==> images/power_grid.png <==
The bar under the picture is 20 um long. Pins as bars on the die edge.
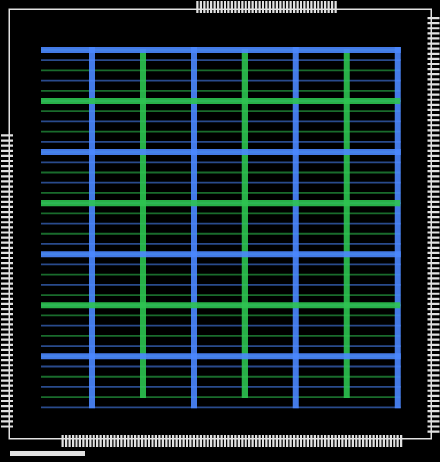
==> images/congestion.png <==
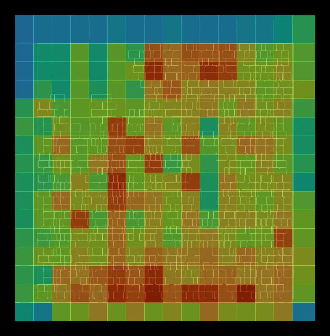
==> images/placement_by_type.png <==
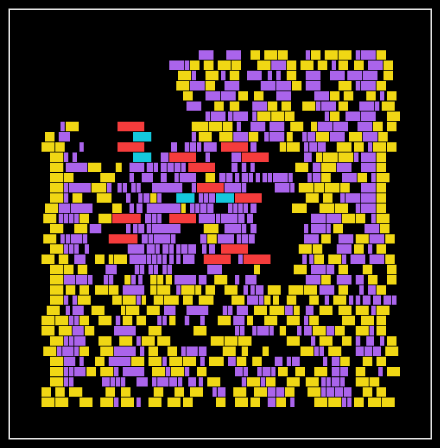
### src/rtl/vexriscv_arb_pkg.sv
// Shared types for the VexRiscv iBus/dBus memory-port arbiter.
package vexriscv_arb_pkg;

  typedef enum logic {
    SRC_I = 1'b0,
    SRC_D = 1'b1
  } src_e;

  typedef enum logic [1:0] {
    IDLE   = 2'd0,
    LOCK_I = 2'd1,
    LOCK_D = 2'd2
  } arb_state_e;

  localparam logic [1:0] SIZE_WORD = 2'b10;

endpackage

### src/rtl/vexriscv_arb_src_fifo.sv
// In-order FIFO of the source (iBus/dBus) of every outstanding read.
module vexriscv_arb_src_fifo #(
  parameter int DEPTH = 4,
  parameter int CNT_W = $clog2(DEPTH) + 1
) (
  input  logic             clock,
  input  logic             resetn,
  input  logic             push_i,
  input  logic             pushSrc_i,
  input  logic             pop_i,
  output logic             headSrc_o,
  output logic [CNT_W-1:0] count_o,
  output logic             empty_o,
  output logic             full_o
);

  localparam int PTR_W = (DEPTH > 1) ? $clog2(DEPTH) : 1;
  localparam logic [PTR_W-1:0] LAST_PTR = PTR_W'(DEPTH - 1);
  localparam logic [CNT_W-1:0] FULL_CNT = CNT_W'(DEPTH);

  logic [DEPTH-1:0] mem_q;
  logic [PTR_W-1:0] wrPtr_q, rdPtr_q;
  logic [CNT_W-1:0] count_q;
  logic             pushOk, popOk;

  function automatic logic [PTR_W-1:0] nextPtr(input logic [PTR_W-1:0] ptr);
    return (ptr == LAST_PTR) ? '0 : ptr + 1'b1;
  endfunction

  assign empty_o   = (count_q == '0);
  assign full_o    = (count_q == FULL_CNT);
  assign count_o   = count_q;
  assign headSrc_o = mem_q[rdPtr_q];
  assign pushOk    = push_i && !full_o;
  assign popOk     = pop_i && !empty_o;

  // A push and pop in the same cycle advance both pointers and leave the count alone.
  always_ff @(posedge clock) begin
    if (!resetn) begin
      mem_q   <= '0;
      wrPtr_q <= '0;
      rdPtr_q <= '0;
      count_q <= '0;
    end else begin
      if (pushOk) begin
        mem_q[wrPtr_q] <= pushSrc_i;
        wrPtr_q        <= nextPtr(wrPtr_q);
      end
      if (popOk) begin
        rdPtr_q <= nextPtr(rdPtr_q);
      end
      if (pushOk && !popOk) begin
        count_q <= count_q + 1'b1;
      end else if (!pushOk && popOk) begin
        count_q <= count_q - 1'b1;
      end
    end
  end

endmodule

### src/rtl/vexriscv_bus_arbiter.sv
// Merges VexRiscv iBus and dBus onto one memory port and routes responses back in order.
// Define VEXRISCV_ARB_ROUND_ROBIN_EN for alternating arbitration; default is fixed dBus priority.
module vexriscv_bus_arbiter
  import vexriscv_arb_pkg::*;
#(
  parameter int MAX_PENDING = 4
) (
  input  logic                         clock,
  input  logic                         resetn,
  input  logic                         iBus_cmd_valid,
  output logic                         iBus_cmd_ready,
  input  logic [31:0]                  iBus_cmd_payload_pc,
  output logic                         iBus_rsp_ready,
  output logic [31:0]                  iBus_rsp_inst,
  output logic                         iBus_rsp_error,
  input  logic                         dBus_cmd_valid,
  output logic                         dBus_cmd_ready,
  input  logic                         dBus_cmd_payload_wr,
  input  logic [31:0]                  dBus_cmd_payload_address,
  input  logic [31:0]                  dBus_cmd_payload_data,
  input  logic [1:0]                   dBus_cmd_payload_size,
  output logic                         dBus_rsp_ready,
  output logic [31:0]                  dBus_rsp_data,
  output logic                         dBus_rsp_error,
  output logic                         mem_cmd_valid,
  input  logic                         mem_cmd_ready,
  output logic                         mem_cmd_payload_wr,
  output logic [31:0]                  mem_cmd_payload_address,
  output logic [31:0]                  mem_cmd_payload_data,
  output logic [1:0]                   mem_cmd_payload_size,
  input  logic                         mem_rsp_valid,
  input  logic [31:0]                  mem_rsp_data,
  input  logic                         mem_rsp_error,
  output logic [$clog2(MAX_PENDING):0] pending_count,
  output logic                         proto_err
);

  localparam int CNT_W = $clog2(MAX_PENDING) + 1;

  arb_state_e       state_q;
  logic             protoErr_q;
  logic             iReq, dReq, grantValid, cmdFire, isRead, rspStray;
  src_e             winner, grantSrc, headSrc;
  logic             srcHead, srcEmpty, srcFull;
  logic [CNT_W-1:0] srcCount;

  vexriscv_arb_src_fifo #(
    .DEPTH (MAX_PENDING),
    .CNT_W (CNT_W)
  ) u_srcFifo (
    .clock     (clock),
    .resetn    (resetn),
    .push_i    (cmdFire && isRead),
    .pushSrc_i (grantSrc == SRC_D),
    .pop_i     (resetn && mem_rsp_valid),
    .headSrc_o (srcHead),
    .count_o   (srcCount),
    .empty_o   (srcEmpty),
    .full_o    (srcFull)
  );

  assign headSrc = src_e'(srcHead);

`ifdef VEXRISCV_ARB_ROUND_ROBIN_EN
  src_e lastGrant_q;

  always_ff @(posedge clock) begin
    if (!resetn) begin
      lastGrant_q <= SRC_I;
    end else if (cmdFire) begin
      lastGrant_q <= grantSrc;
    end
  end

  always_comb begin
    if (iReq && dReq) begin
      winner = (lastGrant_q == SRC_D) ? SRC_I : SRC_D;
    end else begin
      winner = dReq ? SRC_D : SRC_I;
    end
  end
`else
  always_comb begin
    winner = dReq ? SRC_D : SRC_I;
  end
`endif

  // Reads are held off while the source FIFO is full; writes are never gated.
  always_comb begin
    iReq       = iBus_cmd_valid && !srcFull;
    dReq       = dBus_cmd_valid && (dBus_cmd_payload_wr || !srcFull);
    grantValid = 1'b0;
    grantSrc   = SRC_I;
    case (state_q)
      IDLE: begin
        grantValid = iReq || dReq;
        grantSrc   = winner;
      end
      LOCK_I: begin
        grantValid = iBus_cmd_valid;
        grantSrc   = SRC_I;
      end
      LOCK_D: begin
        grantValid = dBus_cmd_valid;
        grantSrc   = SRC_D;
      end
      default: begin
        grantValid = 1'b0;
        grantSrc   = SRC_I;
      end
    endcase
    cmdFire  = resetn && grantValid && mem_cmd_ready;
    isRead   = (grantSrc == SRC_I) || !dBus_cmd_payload_wr;
    rspStray = mem_rsp_valid && srcEmpty;
  end

  always_comb begin
    mem_cmd_valid           = resetn && grantValid;
    mem_cmd_payload_wr      = 1'b0;
    mem_cmd_payload_address = '0;
    mem_cmd_payload_data    = '0;
    mem_cmd_payload_size    = '0;
    iBus_cmd_ready          = 1'b0;
    dBus_cmd_ready          = 1'b0;
    if (mem_cmd_valid) begin
      if (grantSrc == SRC_D) begin
        mem_cmd_payload_wr      = dBus_cmd_payload_wr;
        mem_cmd_payload_address = dBus_cmd_payload_address;
        mem_cmd_payload_data    = dBus_cmd_payload_data;
        mem_cmd_payload_size    = dBus_cmd_payload_size;
        dBus_cmd_ready          = mem_cmd_ready;
      end else begin
        mem_cmd_payload_address = iBus_cmd_payload_pc;
        mem_cmd_payload_size    = SIZE_WORD;
        iBus_cmd_ready          = mem_cmd_ready;
      end
    end
  end

  always_comb begin
    iBus_rsp_ready = 1'b0;
    iBus_rsp_inst  = '0;
    iBus_rsp_error = 1'b0;
    dBus_rsp_ready = 1'b0;
    dBus_rsp_data  = '0;
    dBus_rsp_error = 1'b0;
    if (resetn && mem_rsp_valid && !srcEmpty) begin
      if (headSrc == SRC_D) begin
        dBus_rsp_ready = 1'b1;
        dBus_rsp_data  = mem_rsp_data;
        dBus_rsp_error = mem_rsp_error;
      end else begin
        iBus_rsp_ready = 1'b1;
        iBus_rsp_inst  = mem_rsp_data;
        iBus_rsp_error = mem_rsp_error;
      end
    end
  end

  assign pending_count = resetn ? srcCount : '0;
  assign proto_err     = resetn && protoErr_q;

  // A refused winner locks the grant so the held payload cannot be swapped mid-handshake.
  always_ff @(posedge clock) begin
    if (!resetn) begin
      state_q    <= IDLE;
      protoErr_q <= 1'b0;
    end else begin
      if (rspStray) begin
        protoErr_q <= 1'b1;
      end
      case (state_q)
        IDLE: begin
          if (grantValid && !mem_cmd_ready) begin
            state_q <= (grantSrc == SRC_D) ? LOCK_D : LOCK_I;
          end
        end
        LOCK_I, LOCK_D: begin
          if (cmdFire) begin
            state_q <= IDLE;
          end
        end
        default: state_q <= IDLE;
      endcase
    end
  end

endmodule

### config.mk
export PLATFORM = sky130hd
export DESIGN_NAME = vexriscv_bus_arbiter
export DESIGN_NICKNAME = d
export VERILOG_FILES = /design/src/rtl/vexriscv_arb_pkg.sv /design/src/rtl/vexriscv_arb_src_fifo.sv /design/src/rtl/vexriscv_bus_arbiter.sv
export SDC_FILE = /design/constraint.sdc
export NUM_CORES = 1
export LEC_CHECK = 0
export ABC_AREA = 1
export CAP_MARGIN = 0
export CORE_AREA = 8 8 104 106
export DETAILED_ROUTE_END_ITERATION = 10
export DIE_AREA = 0 0 112 114
export GPL_TIMING_DRIVEN = 0
export PLACE_DENSITY = 0.78
export SYNTH_ARGS = -nofsm -noshare
export SYNTH_HDL_FRONTEND = slang
export SYNTH_SLANG_ARGS = --single-unit
### constraint.sdc
create_clock -name clock -period 2.6 [get_ports clock]
set_input_delay 0.26 -clock clock [delete_from_list [all_inputs] [get_ports clock]]
set_output_delay 0.26 -clock clock [all_outputs]
set_load 0.1 [all_outputs]
==> qor.yml <==
outcome: "finished clean"
inv_count: 58
cts_sinks: 14
clkLatencyLatePin_ps: 250
max-slew-margin-rel_pct: 33.3
fin_cells: 821
most_common_cell: "nand2_1"
final-nonclk-buf-share_pct: 47.5
cp_top_family: "buffers and inverters"
io_buffers: 279
hp-class: "register to register"
seqPwrFrac_pct: 6.3
max_stage_delay_ps: 490
mostFrequentLayoutCells: "137 x clkdlybuf4s50_1, 126 x nand2_1, 107 x buf_4"
ant_nets: 0
crit_path_end_kind: "primary output"
hold_buffers: 0
ys_sh_aoi_pct: 13.0
wl_met1_um: 4700
grt_pass1_wl_um: 20500
fin_nets: 860
sw_frac_of_total_pct: 72.1
pin_count: 280
startpoint_type: "primary input"
met1_usage_pct: 18.9
drt_iter0_markers: 111
p_int_uw: 1540
layout_setup_ws_ps: 150
warnings: 34
antenna_found_initial: 0
grtUsageMet2_pct: 40.2
ys_async_sr_fraction_pct: 0
yosysTopAreaCellShare_pct: 22.6
cts-root-buf: "clkbuf_8"
highest_layer: "met4"
mux_share_pct: 0
powerDensity_mw_per_mm2: 981
syn_avg_cell_area_um2: 4.93
num_vias: 3612
grt_max_degree: 11
xor_share_pct: 0.419
numCtsBuffers: 3
dr.pass1.iters: 4
period_used_pct: 94.2
slew_viol_final: 0
syn_area_mm2: 0.00209
maxPowerGroup: "combinational logic"
grt_pass1_vias: 3732
leakagePower_uw: 0.00251
common_cells: "126 x nand2_1, 115 x nor2_1, 56 x inv_1"
placedCellCount: 814
lay_top_count: "clkdlybuf4s50_1"
ys_sh_adder_pct: 6.95
enable_flop_cells: 0
hold_slack_ps: 469
routed-wl-met3_um: 1330
clock_power_share_pct: 3.9
diodes: 0
htree_levels: 1
dp_slack_ps: -838
## Picture notes: power_grid.png
blue -> VSS
green -> VDD
signal pins = 280
met4 straps = 7
VDD IR-drop max: 0.000675 V
DIE HEIGHT: 114 um
Core ar.: 0.00911 mm2
DIE WIDTH: 112 um

## Picture notes: congestion.png
Total GRT Usage: 19.8%
met3 Use GR: 7.66%

## Picture notes: placement_by_type.png
yellow -> other buffers and delay cells  # cells 309, share of their area 49%
cyan -> clock drivers and dummy loads  # cells 4, share of their area 1.0%
purple -> combinational and other logic  # cells 383, share of their area 45%
red -> flops  # cells 14, share of their area 5.2%
Layout Utilization: 61.6%
sequential share of cell area: 5.04%
final instance area: 0.00561 mm2
row count: 35

## repair_timing
| item | in CTS | in global routing |
|---|---|---|
| buffers inserted | 0 | 3 |
| gates resized | 785 | 41 |
| pin swaps | 0 | 2 |
| endpoints found under the setup margin | 142 | 69 |
## final timing paths
| path | from | end | slack [ps] | cells past startpoint |
|---|---|---|---|---|
| worst max-delay path | resetn | dBus_rsp_data[30] | 150 | 8 |
| worst max register to register | state_q[0] | u_srcFifo.count_o[1] | 200 | 15 |
| worst min register to register | protoErr_q | protoErr_q | 470 | 2 |
| worst min-delay path | protoErr_q | protoErr_q | 470 | 2 |
## registers in the layout, summed over array words and instances (netlist names)
name               count
state_q                2
u_srcFifo.rdPtr_q      2
u_srcFifo.wrPtr_q      2
u_srcFifo.count_o      3
u_srcFifo.mem_q        4
protoErr_q             1
Power figures rest on the tool's default switching activity, not on a simulated workload.
